### src/rtl/mac_job_arbiter.sv
// Round-robin job controller sharing one MAC between two requesters: clear, stream, drain, report.
// Ack 1 cycle after request seen in IDLE; result_valid MAC_LAT cycles after last transfer; operand valid may stall freely.
module mac_job_arbiter #(
    parameter int DATA_W  = 2,
    parameter int ACC_W   = 8,
    parameter int LEN_W   = 5,
    parameter int MAC_LAT = 1
) (
    input  logic              clk_i,
    input  logic              reset_i,
    input  logic              req0_valid_i,
    input  logic              req1_valid_i,
    input  logic [LEN_W-1:0]  req0_len_i,
    input  logic [LEN_W-1:0]  req1_len_i,
    output logic              req0_ack_o,
    output logic              req1_ack_o,
    input  logic [DATA_W-1:0] op0_a_i,
    input  logic [DATA_W-1:0] op0_b_i,
    input  logic [DATA_W-1:0] op1_a_i,
    input  logic [DATA_W-1:0] op1_b_i,
    input  logic              op0_valid_i,
    input  logic              op1_valid_i,
    output logic              op0_ready_o,
    output logic              op1_ready_o,
    output logic [DATA_W-1:0] mac_a_o,
    output logic [DATA_W-1:0] mac_b_o,
    output logic              mac_en_o,
    output logic              mac_clr_o,
    input  logic [ACC_W-1:0]  mac_out_i,
    output logic [ACC_W-1:0]  result_o,
    output logic              result_id_o,
    output logic              result_valid_o,
    output logic              busy_o
);

    localparam int LAT_W = (MAC_LAT > 1) ? $clog2(MAC_LAT) : 1;

    typedef enum logic [1:0] {IDLE, CLEAR, STREAM, DRAIN} state_t;

    state_t             state_q, state_d;
    logic               gnt_q, gnt_d;
    logic               rr_q, rr_d;          // requester granted most recently
    logic [LEN_W-1:0]   len_q, len_d;
    logic [LEN_W-1:0]   cnt_q, cnt_d;
    logic [LAT_W-1:0]   lat_q, lat_d;
    logic [ACC_W-1:0]   result_q, result_d;
    logic               result_id_q, result_id_d;
    logic               result_vld_q, result_vld_d;
    logic               ack0_q, ack0_d;
    logic               ack1_q, ack1_d;
    logic               win;
    logic               sel_valid;
    logic               xfer;

    always_ff @(posedge clk_i or negedge reset_i) begin
        if (!reset_i) begin
            state_q      <= IDLE;
            gnt_q        <= 1'b0;
            rr_q         <= 1'b1;
            len_q        <= '0;
            cnt_q        <= '0;
            lat_q        <= '0;
            result_q     <= '0;
            result_id_q  <= 1'b0;
            result_vld_q <= 1'b0;
            ack0_q       <= 1'b0;
            ack1_q       <= 1'b0;
        end else begin
            state_q      <= state_d;
            gnt_q        <= gnt_d;
            rr_q         <= rr_d;
            len_q        <= len_d;
            cnt_q        <= cnt_d;
            lat_q        <= lat_d;
            result_q     <= result_d;
            result_id_q  <= result_id_d;
            result_vld_q <= result_vld_d;
            ack0_q       <= ack0_d;
            ack1_q       <= ack1_d;
        end
    end

    // On a tie the requester that did not win last time gets the grant.
    assign win       = (req0_valid_i && req1_valid_i) ? ~rr_q : req1_valid_i;
    assign sel_valid = gnt_q ? op1_valid_i : op0_valid_i;
    assign xfer      = (state_q == STREAM) && sel_valid;

    always_comb begin
        state_d      = state_q;
        gnt_d        = gnt_q;
        rr_d         = rr_q;
        len_d        = len_q;
        cnt_d        = cnt_q;
        lat_d        = lat_q;
        result_d     = result_q;
        result_id_d  = result_id_q;
        result_vld_d = 1'b0;
        ack0_d       = 1'b0;
        ack1_d       = 1'b0;
        case (state_q)
            IDLE: begin
                if (req0_valid_i || req1_valid_i) begin
                    gnt_d   = win;
                    rr_d    = win;
                    len_d   = win ? req1_len_i : req0_len_i;
                    cnt_d   = '0;
                    lat_d   = '0;
                    ack0_d  = ~win;
                    ack1_d  = win;
                    state_d = CLEAR;
                end
            end
            CLEAR: begin
                state_d = (len_q != '0) ? STREAM : DRAIN;
            end
            STREAM: begin
                if (xfer) begin
                    cnt_d = cnt_q + LEN_W'(1);
                    if (cnt_q + LEN_W'(1) == len_q) begin
                        state_d = DRAIN;
                    end
                end
            end
            DRAIN: begin
                if (lat_q == LAT_W'(MAC_LAT - 1)) begin
                    result_d     = mac_out_i;
                    result_id_d  = gnt_q;
                    result_vld_d = 1'b1;
                    lat_d        = '0;
                    state_d      = IDLE;
                end else begin
                    lat_d = lat_q + LAT_W'(1);
                end
            end
            default: state_d = IDLE;
        endcase
    end

    assign req0_ack_o     = ack0_q;
    assign req1_ack_o     = ack1_q;
    assign op0_ready_o    = (state_q == STREAM) && !gnt_q;
    assign op1_ready_o    = (state_q == STREAM) && gnt_q;
    assign mac_en_o       = xfer;
    assign mac_clr_o      = (state_q == CLEAR);
    assign mac_a_o        = xfer ? (gnt_q ? op1_a_i : op0_a_i) : '0;
    assign mac_b_o        = xfer ? (gnt_q ? op1_b_i : op0_b_i) : '0;
    assign result_o       = result_q;
    assign result_id_o    = result_id_q;
    assign result_valid_o = result_vld_q;
    assign busy_o         = (state_q != IDLE);

endmodule

### config.mk
export PLATFORM = sky130hd
export DESIGN_NAME = mac_job_arbiter
export DESIGN_NICKNAME = d
export VERILOG_FILES = /design/src/rtl/mac_job_arbiter.sv
export SDC_FILE = /design/constraint.sdc
export NUM_CORES = 1
export LEC_CHECK = 0
export CAP_MARGIN = 20
export CORE_ASPECT_RATIO = 1.1
export CORE_MARGIN = 3
export CORE_UTILIZATION = 42
export DETAILED_ROUTE_END_ITERATION = 8
export PLACE_DENSITY = 0.81
export RECOVER_POWER = 100
export SYNTH_ARGS = -nofsm -noshare
export SYNTH_HDL_FRONTEND = slang
export SYNTH_SLANG_ARGS = --single-unit
### constraint.sdc
create_clock -name clk_i -period 2.9 [get_ports clk_i]
set_clock_uncertainty 0.2 [all_clocks]
set_input_delay 0.725 -clock clk_i [delete_from_list [all_inputs] [get_ports clk_i]]
set_output_delay 0.725 -clock clk_i [all_outputs]
set_load 0.01 [all_outputs]
==> metrics.yaml <==
nWellTaps: 33
comb_share_pct: 32.5
worst_slew_pin_slew_ps: 1310
grt.busiest_layer: "met2"
drcViolationCount: 0
nets: 214
ys_sh_xor_pct: 6.69
common_cells: "dfrtp_1 (25), mux2_2 (10), nor2_1 (9), o21ai_0 (9), nand2_1 (8)"
drive_gt1_share_pct: 13.6
hold_depth: 1
inverters: 4
grt_antenna_before_repair: 0
htreeDepth: 1
final.setup.tns_ps: 0
edf_count: 0
fill_cells: 242
ys_types: 30
die_w_um: 59.3
wl_met2_um: 1490
gr-usage-met1_pct: 17.2
ys.warnings.count: 0
grt_pass1_wl_um: 4600
aoi_share_pct: 11.4
row_count: 20
switching_share_pct: 35.5
pwr-share-comb_pct: 53.9
fp_util_pct: 45.5
fin_cells: 209
fp_nets: 152
slew_viol_final: 0
ys_cells: 115
drt_iter0_markers: 27
wl_met3_um: 226
wl_met1_um: 1040
outcome: "complete, no violations"
syn_area_um2: 1310
post-route-min-period_ps: 2790
ys_ff: 26
die_area_um2: 3830
synth-area-yosys_um2: 1310
use_met2_pct: 28.1
use_met3_pct: 2.79
start_kind: "input pin"
seq_share_pct: 33.8
seq_cell_power_mw: 0.623
syn_inst: 115
arrival_ps: 1870
diodes: 0
cp_top_family: "buffers and inverters"
cp.required_ps: 1980
rsz0062_at_grt: "false"
place_hpwl_um: 2360
ant_nets: 0
critPathCaptureType: "output port"
flop_cell: "dfrtp_1"
layout.nonclk_buf_share_pct: 29.4
die_height_um: 64.6
hold_violations: 0
path_cells: "clkdlybuf4s50_1, mux2_2, nand2_2, inv_1, dlygate4sd2_1"
post-cts-setup-buffers: 0
clockBufferDepth: 2
routed_via_density: 5.22
cpPeakStageDelay_ps: 390
endpoint: "mac_en_o"
worstReg2RegEnd: "cnt_q[2]$_DFFE_PN0P_"
worstHoldPathType: "flip-flop to flip-flop"
fin_hold_ws_ps: 313
ys_sh_adder_pct: 4.78
crit_buf_inv: 3
slew_headroom_pct: 12.8
top_area_share_pct: 47.8
clk_pin_slew_worst_paths_ps: 120
combGateArea_um2: 626
cts_tree: "built"
gp_congestion: 0.834
grt_pass1_vias: 1082
regToRegStartpoint: "state_q[0]$_DFFE_PN0P_"
warning_count: 29
holdPathEnd: "result_o[6]$_DFFE_PN0P_"
yosys-top-cells-area: "dfrtp_1 (48%), mux2_2 (8.6%), mux2i_1 (5.3%)"
r2r_slack_ps: 630
synthArstFlopShare_pct: 100
placed_cell_area_um2: 1900
setup_viol: 0
top_layer_used: "met4"
overflow: 0
power_density_nw_per_um2: 877
syn_avg_cell_area_um2: 11.4
intPower_mw: 1.09
vdd_drop_max_mv: 0.487
dominant_cells: "sequential cells"
muxShareOfSynthArea_pct: 15.1
min_period_over_period_pct: 96.2
dpl_worst_slack_ps: -155
drv_cap: 0
power_clock_mw: 0.155
largest_reg_flops: 8
cp_max_fo: 5
top_cell: "dfrtp_1"
layout_top_cells: "clkdlybuf4s50_1 (31), dfrtp_1 (25), dlygate4sd3_1 (16)"
dpl.cell_count: 203
worstSetupPathDepth: 5
power-top-group: "combinational logic"
powerComb_mw: 0.911
cp_slowest_cell: "clkdlybuf4s50_1"
final_common_cell: "clkdlybuf4s50_1"
power_mw: 1.69
coreArea_um2: 2880
synth.largest_area_cell: "dfrtp_1"
startpoint: "op0_valid_i"
seqPwrFrac_pct: 36.9
drt-pass1-iter-count: 4
grt_start_max_net_pins: 27
ctsResizeCount: 6
final-clk-cell-share_pct: 1.36
simple_gate_share_pct: 10.0
pwr-share-clk_pct: 9.2
reg2reg_depth: 7
yosysSeqAreaShare_pct: 49.8
hp-start: "result_o[6]$_DFFE_PN0P_"
hold_buffers: 0
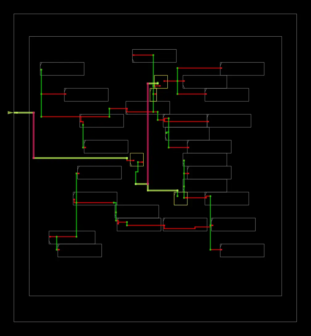
final_clocks.png
TritonCTS Buffers: 3
Flops: 26
CTS Sinks: 26
# clk buffers: 4

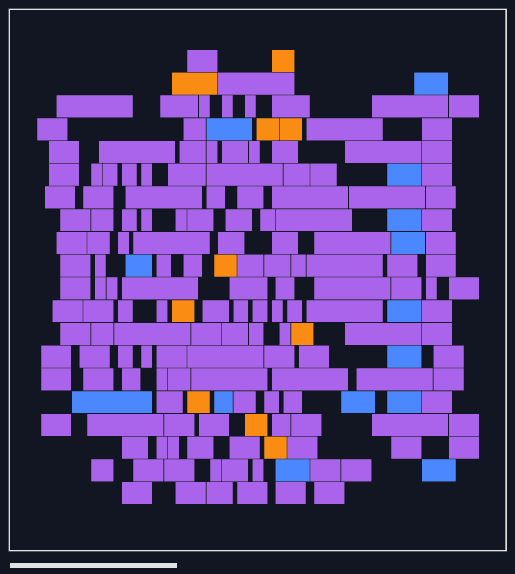
drive_strength.png
The bar under the picture is 20 um long.
color	size	cells	share
orange	drive 3 to 4	10	5.7%
purple	drive 1 or less	152	86%
blue	drive 2	14	8.0%
Layout area overhead: 47.1%
Plain + repair buffers: 60
post-route cell area: 1930 um2
final worst setup slack: 110 ps

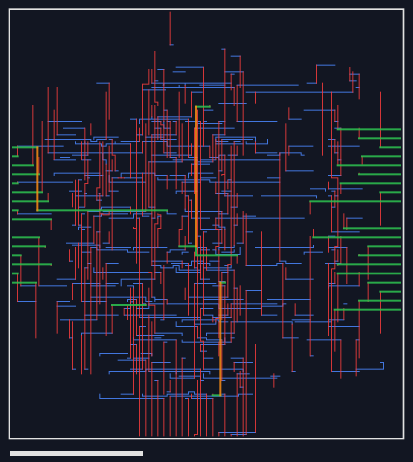
metal_stack.png
The bar under the picture is 20 um long.
color	layer	wire length
orange	met4	47.6 um
red	met2	1500 um
green	met3	227 um
blue	met1	1040 um
GR Util All Layers: 15.4%
WL/cell: 13.4 um
routed vias: 1090
final WL: 2810 um

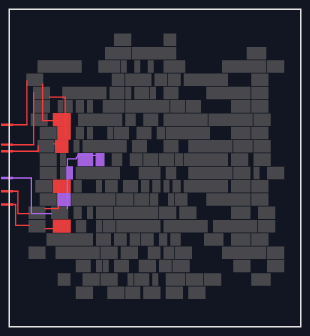
port_nets.png
color	port	direction	end cells	wire
red	`req1_len_i`	input	5	83.2 um
purple	`req0_valid_i`	input	4	34.2 um
Boundary Pins: 53
port bufs: 52

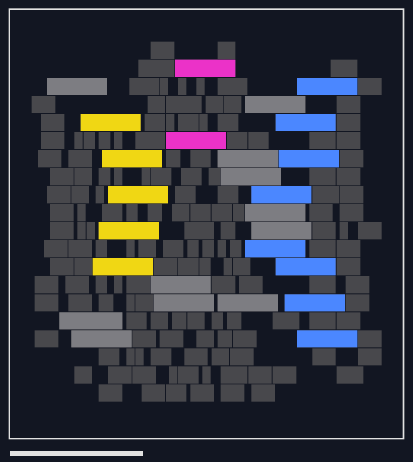
registers.png
The bar under the picture is 20 um long.
color	signal	flops
blue	`result_o`	8
magenta	`state_q`	2
yellow	`len_q`	5
not colored	11
Storage cell area: 652 um2
Final Core Density: 67.0%

Power is estimated from default activity; no workload was simulated.
